--- src/rtl/uart_pkg.sv ---
// UART shared definitions.
// Holds the receive/transmit FSM state type, the majority-vote sample spacing and a
// 3-input majority helper. Build macro UART_RX_PARITY_EN adds the StParity state.
package uart_pkg;

`ifdef UART_RX_PARITY_EN
  typedef enum logic [2:0] {
    StIdle,
    StStart,
    StData,
    StParity,
    StStop,
    StWaitHigh
  } uart_state_e;
`else
  typedef enum logic [2:0] {
    StIdle,
    StStart,
    StData,
    StStop,
    StWaitHigh
  } uart_state_e;
`endif

  // Bits are voted from samples at mid-MajSpan, mid and mid+MajSpan of the bit period.
  localparam int unsigned MajSpan = 1;

  function automatic logic maj3(input logic a, input logic b, input logic c);
    return (a & b) | (a & c) | (b & c);
  endfunction

endpackage

--- src/rtl/uart_baud_tick.sv ---
// Free-running sample-tick divider.
// Ports:
//   clk_i  - clock
//   rst_i  - synchronous active-high reset, clears the divider
//   tick_o - one-cycle pulse every DIV cycles (high on count DIV-1)
module uart_baud_tick #(
  parameter int unsigned DIV = 1
) (
  input  logic clk_i,
  input  logic rst_i,
  output logic tick_o
);

  localparam int unsigned CntW = (DIV > 1) ? $clog2(DIV) : 1;
  localparam logic [CntW-1:0] CntMax = CntW'(DIV - 1);

  logic [CntW-1:0] cnt_q, cnt_d;

  always_comb begin
    cnt_d = (cnt_q == CntMax) ? '0 : cnt_q + 1'b1;
  end

  always_ff @(posedge clk_i) begin
    if (rst_i) begin
      cnt_q <= '0;
    end else begin
      cnt_q <= cnt_d;
    end
  end

  // With DIV == 1 the counter sits at 0 == CntMax, so the tick is permanently high.
  assign tick_o = (cnt_q == CntMax);

endmodule

--- src/rtl/uart_rx_core.sv ---
// UART receiver core: 8 data bits, LSB first, 1 stop bit, oversampled with 3-sample
// majority vote per bit.
// Build macro UART_RX_PARITY_EN adds an even-parity bit between data and stop and the
// parity_err_o output; parity-failed bytes are dropped.
// Ports:
//   clk_i        - clock
//   rst_i        - synchronous active-high reset
//   uart_rxd_i   - asynchronous serial input, idle high
//   rx_clear_i   - consumer acknowledge, clears rx_ready_o and overrun_o
//   rx_ready_o   - rx_data_o holds an unacknowledged byte
//   rx_data_o    - last good received byte
//   frame_err_o  - one-cycle pulse when the stop bit votes low
//   overrun_o    - sticky: a byte completed while rx_ready_o was still set
//   parity_err_o - (parity build only) one-cycle pulse on parity mismatch
module uart_rx_core
  import uart_pkg::*;
#(
  parameter int unsigned CLK_FREQ   = 50_000_000,
  parameter int unsigned BAUD       = 115200,
  parameter int unsigned OVERSAMPLE = 16
) (
  input  logic       clk_i,
  input  logic       rst_i,
  input  logic       uart_rxd_i,
  input  logic       rx_clear_i,
  output logic       rx_ready_o,
  output logic [7:0] rx_data_o,
  output logic       frame_err_o,
`ifdef UART_RX_PARITY_EN
  output logic       parity_err_o,
`endif
  output logic       overrun_o
);

  localparam int unsigned DivRaw = CLK_FREQ / (BAUD * OVERSAMPLE);
  localparam int unsigned Div    = (DivRaw > 1) ? DivRaw : 1;
  localparam int unsigned TickW  = $clog2(OVERSAMPLE);

  localparam logic [TickW-1:0] SampLo   = TickW'(OVERSAMPLE / 2 - MajSpan);
  localparam logic [TickW-1:0] SampMid  = TickW'(OVERSAMPLE / 2);
  localparam logic [TickW-1:0] SampHi   = TickW'(OVERSAMPLE / 2 + MajSpan);
  localparam logic [TickW-1:0] TickLast = TickW'(OVERSAMPLE - 1);

  logic tick;

  uart_baud_tick #(
    .DIV (Div)
  ) u_baud_tick (
    .clk_i  (clk_i),
    .rst_i  (rst_i),
    .tick_o (tick)
  );

  uart_state_e      state_q;
  logic             rxd_meta_q, rxd_sync_q;
  logic [TickW-1:0] tick_cnt_q;
  logic [2:0]       bit_idx_q;
  logic [7:0]       shift_q;
  logic [1:0]       samp_q;
  logic             rx_ready_q;
  logic [7:0]       rx_data_q;
  logic             frame_err_q;
  logic             overrun_q;
`ifdef UART_RX_PARITY_EN
  logic             parity_bit_q;
  logic             parity_err_q;
  logic             parity_bad;
`endif

  logic bit_maj, at_hi, at_last, in_bit;

  always_comb begin
    // Only meaningful on the SampHi tick, when samp_q holds the two earlier samples.
    bit_maj = maj3(samp_q[1], samp_q[0], rxd_sync_q);
    at_hi   = tick && (tick_cnt_q == SampHi);
    at_last = tick && (tick_cnt_q == TickLast);
    in_bit  = (state_q != StIdle) && (state_q != StWaitHigh);
  end

`ifdef UART_RX_PARITY_EN
  assign parity_bad = ^{shift_q, parity_bit_q};
`endif

  always_ff @(posedge clk_i) begin
    if (rst_i) begin
      state_q      <= StIdle;
      rxd_meta_q   <= 1'b1;
      rxd_sync_q   <= 1'b1;
      tick_cnt_q   <= '0;
      bit_idx_q    <= '0;
      shift_q      <= '0;
      samp_q       <= '0;
      rx_ready_q   <= 1'b0;
      rx_data_q    <= '0;
      frame_err_q  <= 1'b0;
      overrun_q    <= 1'b0;
`ifdef UART_RX_PARITY_EN
      parity_bit_q <= 1'b0;
      parity_err_q <= 1'b0;
`endif
    end else begin
      rxd_meta_q  <= uart_rxd_i;
      rxd_sync_q  <= rxd_meta_q;
      frame_err_q <= 1'b0;
`ifdef UART_RX_PARITY_EN
      parity_err_q <= 1'b0;
`endif
      // Byte completion below is written later, so it overrides a same-cycle clear.
      if (rx_clear_i) begin
        rx_ready_q <= 1'b0;
        overrun_q  <= 1'b0;
      end

      if (tick) begin
        if (in_bit) begin
          if (tick_cnt_q == SampLo || tick_cnt_q == SampMid) begin
            samp_q <= {samp_q[0], rxd_sync_q};
          end
          tick_cnt_q <= at_last ? '0 : tick_cnt_q + 1'b1;
        end

        case (state_q)
          StIdle: begin
            if (!rxd_sync_q) begin
              state_q    <= StStart;
              tick_cnt_q <= '0;
            end
          end
          StStart: begin
            if (at_hi && bit_maj) begin
              state_q <= StIdle;
            end else if (at_last) begin
              state_q   <= StData;
              bit_idx_q <= '0;
            end
          end
          StData: begin
            if (at_hi) begin
              shift_q <= {bit_maj, shift_q[7:1]};
            end
            if (at_last) begin
              bit_idx_q <= bit_idx_q + 3'd1;
              if (bit_idx_q == 3'd7) begin
`ifdef UART_RX_PARITY_EN
                state_q <= StParity;
`else
                state_q <= StStop;
`endif
              end
            end
          end
`ifdef UART_RX_PARITY_EN
          StParity: begin
            if (at_hi) begin
              parity_bit_q <= bit_maj;
            end
            if (at_last) begin
              state_q <= StStop;
            end
          end
`endif
          StStop: begin
            // Decide at the last stop sample rather than the bit end, so a start bit
            // following a short stop bit is never missed.
            if (at_hi) begin
              if (!bit_maj) begin
                frame_err_q <= 1'b1;
                state_q     <= StWaitHigh;
`ifdef UART_RX_PARITY_EN
              end else if (parity_bad) begin
                parity_err_q <= 1'b1;
                state_q      <= StIdle;
`endif
              end else begin
                rx_data_q  <= shift_q;
                rx_ready_q <= 1'b1;
                if (rx_ready_q) begin
                  overrun_q <= 1'b1;
                end
                state_q <= StIdle;
              end
            end
          end
          StWaitHigh: begin
            if (rxd_sync_q) begin
              state_q <= StIdle;
            end
          end
          default: state_q <= StIdle;
        endcase
      end
    end
  end

  assign rx_ready_o  = rx_ready_q;
  assign rx_data_o   = rx_data_q;
  assign frame_err_o = frame_err_q;
  assign overrun_o   = overrun_q;
`ifdef UART_RX_PARITY_EN
  assign parity_err_o = parity_err_q;
`endif

endmodule

--- config.mk ---
export PLATFORM = sky130hd
export DESIGN_NAME = uart_rx_core
export DESIGN_NICKNAME = d
export VERILOG_FILES = /design/src/rtl/uart_pkg.sv /design/src/rtl/uart_baud_tick.sv /design/src/rtl/uart_rx_core.sv
export SDC_FILE = /design/constraint.sdc
export NUM_CORES = 1
export LEC_CHECK = 0
export CAP_MARGIN = 10
export CORE_MARGIN = 8
export CORE_UTILIZATION = 40
export DETAILED_ROUTE_END_ITERATION = 16
export HOLD_SLACK_MARGIN = 0.05
export SYNTH_ARGS = -nofsm -noshare
export SYNTH_HDL_FRONTEND = slang
export SYNTH_SLANG_ARGS = --single-unit
--- constraint.sdc ---
create_clock -name clk_i -period 1.6 [get_ports clk_i]
set_input_delay 0.32 -clock clk_i [delete_from_list [all_inputs] [get_ports clk_i]]
set_output_delay 0.32 -clock clk_i [all_outputs]
set_load 0.02 [all_outputs]
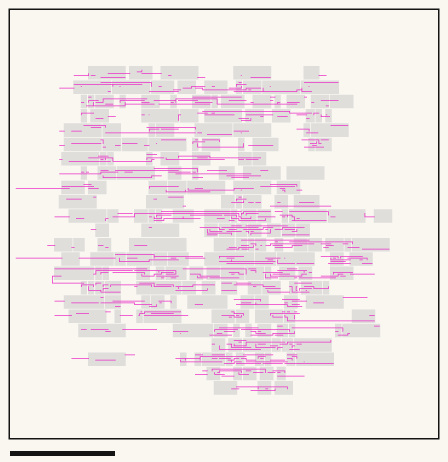
run_1/met1.png
Bar = 20 um. Cells faint in the background.
share of all routed wire: 45%
nets with wire on the layer: 210
longest straight run: 19.8 um

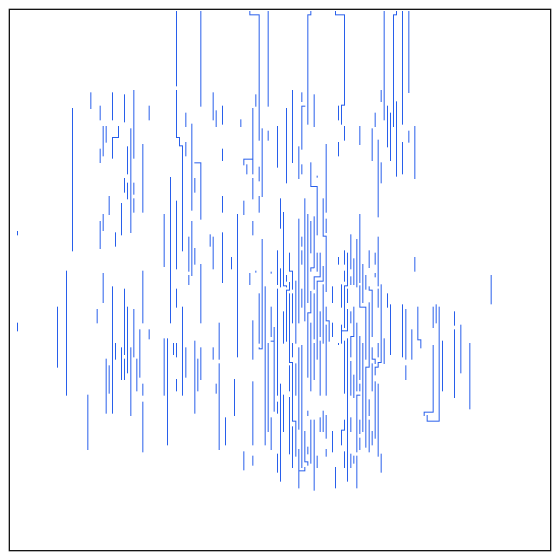
run_1/met2.png
longest straight run: 23.8 um
main direction: vertical
share of all routed wire: 50%
Vias: 1350
met2 Resource Use GR: 18.1%

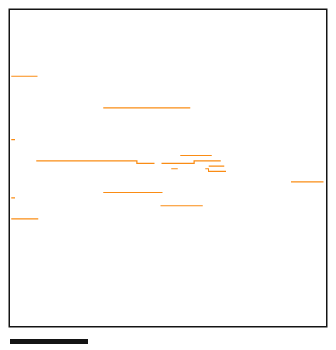
run_1/met3.png
Bar = 20 um.
wire length on this layer: 135 um
main direction: horizontal
final wirelength: 3580 um
met3 global-route usage: 4.30%

==> impl_metrics.json, run 1 <==
{
  "io_pins": 15,
  "first_pass_iters": 4,
  "avgViaCountPerCell": 5.11,
  "grtUsageTotal_pct": 11.4,
  "post-dp-hpwl_um": 2530,
  "warnings": 31,
  "yosysSeqAreaShare_pct": 44.6,
  "status": "complete, but fails checks",
  "grt_pass1_wl_um": 5970,
  "worstSetupStartpointType": "register",
  "wl_met1_um": 1610,
  "violations": "negative setup slack",
  "top_usage_layer": "met2",
  "hold_path_depth": 1,
  "routed-wl-met3_um": 135,
  "cts_made_buffers": 5,
  "die_x_um": 81.3,
  "worstPathCellList": "inv_2 > ha_4 > nand4b_4 > buf_6 > a221oi_4 > buf_4 > mux2i_1 > nor2_1",
  "synth.net_count": 185,
  "lay_top_count": "nor2_1",
  "critical-path-max-stage-delay_ns": 0.33,
  "edf_count": 0,
  "cp.required_ns": 1.79,
  "grt_max_degree": 19,
  "yosys_warnings": 0,
  "adder_share_pct": 5.80,
  "area_growth_pct": 33.3,
  "ctsResizeCount": 7,
  "leakage_nw": 1.03,
  "top_area_share_pct": 44.6,
  "taps": 50,
  "core-area_um2": 4060,
  "synth.area.mux_share_pct": 12.3,
  "drc": 0,
  "placed_cell_area_um2": 2050,
  "netlist_logic_family_top": "simple AND/OR/NAND/NOR gates",
  "endpoint": "state_q[2]",
  "p_seq_share_pct": 52.3,
  "grt_pass1_vias": 1332,
  "synthTopCellsByArea": "dfxtp_1 45%, mux2i_1 12%, nor2_1 7.9%",
  "nClkBuffers": 5,
  "cts_hold_buf": 0,
  "switching_share_pct": 21.3,
  "timing.hold.ws_ns": 0.415,
  "wl_per_cell_um": 13.5,
  "synth-main-ff-cell": "dfxtp_1",
  "p_comb_w": 0.0000621,
  "hold_end": "rxd_sync_q",
  "rrSetupSlack_ns": -0.03,
  "synthSimpleGateAreaFrac_pct": 21.7,
  "reg2reg_depth": 8,
  "top_cell": "dfxtp_1",
  "critPathBufInv": 3,
  "xor_area_share_pct": 2.05,
  "fp-utilization_pct": 42.0,
  "crit_slowest_cell": "dfxtp_2",
  "fin_area_um2": 2270,
  "clock_area_share_pct": 5.01,
  "synth_chip_area_um2": 1710,
  "power.group.top": "sequential cells",
  "layout_top_cells": "36 x nor2_1, 34 x dfxtp_1, 24 x buf_4",
  "hold_viol": 0,
  "synthTopCellsByCount": "38 x dfxtp_1, 36 x nor2_1, 21 x mux2i_1",
  "synth_cell_types": 41,
  "worstSetupEndpointType": "register",
  "post-route-period-util_pct": 102,
  "fillers": 351,
  "irDropWorstVdd_v": 0.000673,
  "setup_tns_ns": -0.0267,
  "r2r-end": "state_q[2]",
  "yosys_cells": 174,
  "cts_setup_buffers": 3,
  "slew_viol_final": 0,
  "ys_ff": 38,
  "setup_viol": 1,
  "critical_path.top_delay_family": "buffers and inverters",
  "place.gp.congestion": 0.854,
  "criticalPathCategory": "reg -> reg",
  "port_buffers": 14,
  "fp-row-count": 23,
  "worst-endpoint-arrival_ns": 1.82,
  "timing.final.ws_setup_ns": -0.0267,
  "p_clk_w": 0.000817,
  "post-route-util_pct": 56.0,
  "nonClkBufAreaFrac_pct": 17.4,
  "clock_path_buffers": 2
}
==> inputs of run 2 (changes only) <==
--- a/config.mk
+++ b/config.mk
@@ -10,6 +10,7 @@
 export CORE_UTILIZATION = 40
 export DETAILED_ROUTE_END_ITERATION = 16
 export HOLD_SLACK_MARGIN = 0.05
+export SLEW_MARGIN = 20
 export SYNTH_ARGS = -nofsm -noshare
 export SYNTH_HDL_FRONTEND = slang
 export SYNTH_SLANG_ARGS = --single-unit
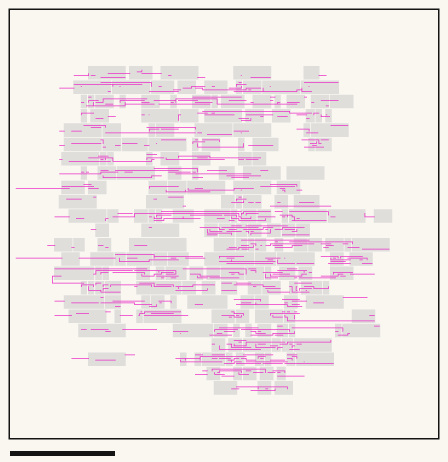
run_2/met1.png
Bar = 20 um. Cells faint in the background.
share of all routed wire: 45%
longest straight run: 19.8 um
main direction: horizontal
Global Route met1 Usage: 13.5%

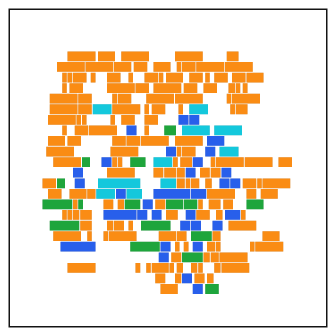
run_2/drive_strength.png
legend:
  drive 1 or less:
    color: orange
    cells: 156
  drive 2:
    color: green
    cells: 16
  drive 6 and up:
    color: cyan
    cells: 10
  drive 3 to 4:
    color: blue
    cells: 32

==> run 2 against run 1 <==
Against the previous run: the run still ends with negative setup slack left; first-iteration DRC count did not move; non-clock buffer count did not move; synthesized cell count did not move; sequential power barely moved; core utilization did not move; register-to-register slack barely moved; routed wire length did not move; die area did not move; total power did not move; largest cell class unchanged; flip-flop count did not move.
==> impl_metrics.json, run 2 <==
{
  "nClkBuffers": 5,
  "slew_viol_final": 0,
  "die_x_um": 81.3,
  "p_seq_share_pct": 52.3,
  "fillers": 351,
  "worstPathCellList": "inv_2 > ha_4 > nand4b_4 > buf_6 > a221oi_4 > buf_4 > mux2i_1 > nor2_1",
  "taps": 50,
  "synthTopCellsByArea": "dfxtp_1 45%, mux2i_1 12%, nor2_1 7.9%",
  "critPathBufInv": 3,
  "setup_viol": 1,
  "placed_cell_area_um2": 2050,
  "edf_count": 0,
  "avgViaCountPerCell": 5.11,
  "top_area_share_pct": 44.6,
  "grt_pass1_wl_um": 5970,
  "status": "complete, but fails checks",
  "timing.final.ws_setup_ns": -0.0267,
  "crit_slowest_cell": "dfxtp_2",
  "critical-path-max-stage-delay_ns": 0.33,
  "rrSetupSlack_ns": -0.03,
  "synth.area.mux_share_pct": 12.3,
  "r2r-end": "state_q[2]",
  "hold_viol": 0,
  "wl_per_cell_um": 13.5,
  "yosysSeqAreaShare_pct": 44.6,
  "irDropWorstVdd_v": 0.000673,
  "worstSetupEndpointType": "register",
  "synth_cell_types": 41,
  "synth_chip_area_um2": 1710,
  "grt_pass1_vias": 1332,
  "cp_max_fo": 7,
  "yosys_warnings": 0,
  "power.group.top": "sequential cells",
  "clock_area_share_pct": 5.01,
  "drt-total-wl_um": 3580,
  "adder_share_pct": 5.80,
  "warnings": 31,
  "cp.required_ns": 1.79,
  "cts_setup_buffers": 3,
  "core-area_um2": 4060,
  "use_met3_pct": 4.30,
  "synth-main-ff-cell": "dfxtp_1",
  "drc": 0,
  "critical_path.top_delay_family": "buffers and inverters",
  "netlist_logic_family_top": "simple AND/OR/NAND/NOR gates",
  "violations": "negative setup slack",
  "routed-wl-met3_um": 135,
  "lay_top_count": "nor2_1",
  "place.gp.congestion": 0.854,
  "criticalPathCategory": "reg -> reg",
  "hold_path_depth": 1,
  "ctsResizeCount": 7,
  "gr-usage-met2_pct": 18.1,
  "cts_made_buffers": 5,
  "synthTopCellsByCount": "38 x dfxtp_1, 36 x nor2_1, 21 x mux2i_1",
  "cts_hold_buf": 0,
  "worst-endpoint-arrival_ns": 1.82,
  "num_vias": 1350,
  "wl_met1_um": 1610,
  "grt_max_degree": 19,
  "ys_ff": 38,
  "setup_tns_ns": -0.0267,
  "layout_top_cells": "36 x nor2_1, 34 x dfxtp_1, 24 x buf_4",
  "timing.hold.ws_ns": 0.415,
  "top_cell": "dfxtp_1",
  "first_pass_iters": 4,
  "post-route-util_pct": 56.0,
  "fin_area_um2": 2270,
  "pre_cts_ws_ns": -0.110,
  "top_usage_layer": "met2",
  "post-dp-hpwl_um": 2530,
  "p_clk_w": 0.000817,
  "switching_share_pct": 21.3,
  "grtUsageTotal_pct": 11.4,
  "yosys_cells": 174,
  "fp-utilization_pct": 42.0,
  "endpoint": "state_q[2]",
  "area_growth_pct": 33.3,
  "p_comb_w": 0.0000621,
  "fp-row-count": 23,
  "leakage_nw": 1.03,
  "post-route-period-util_pct": 102,
  "clock_path_buffers": 2,
  "synth.net_count": 185,
  "synthSimpleGateAreaFrac_pct": 21.7
}
Power and IR drop assume default switching activity.
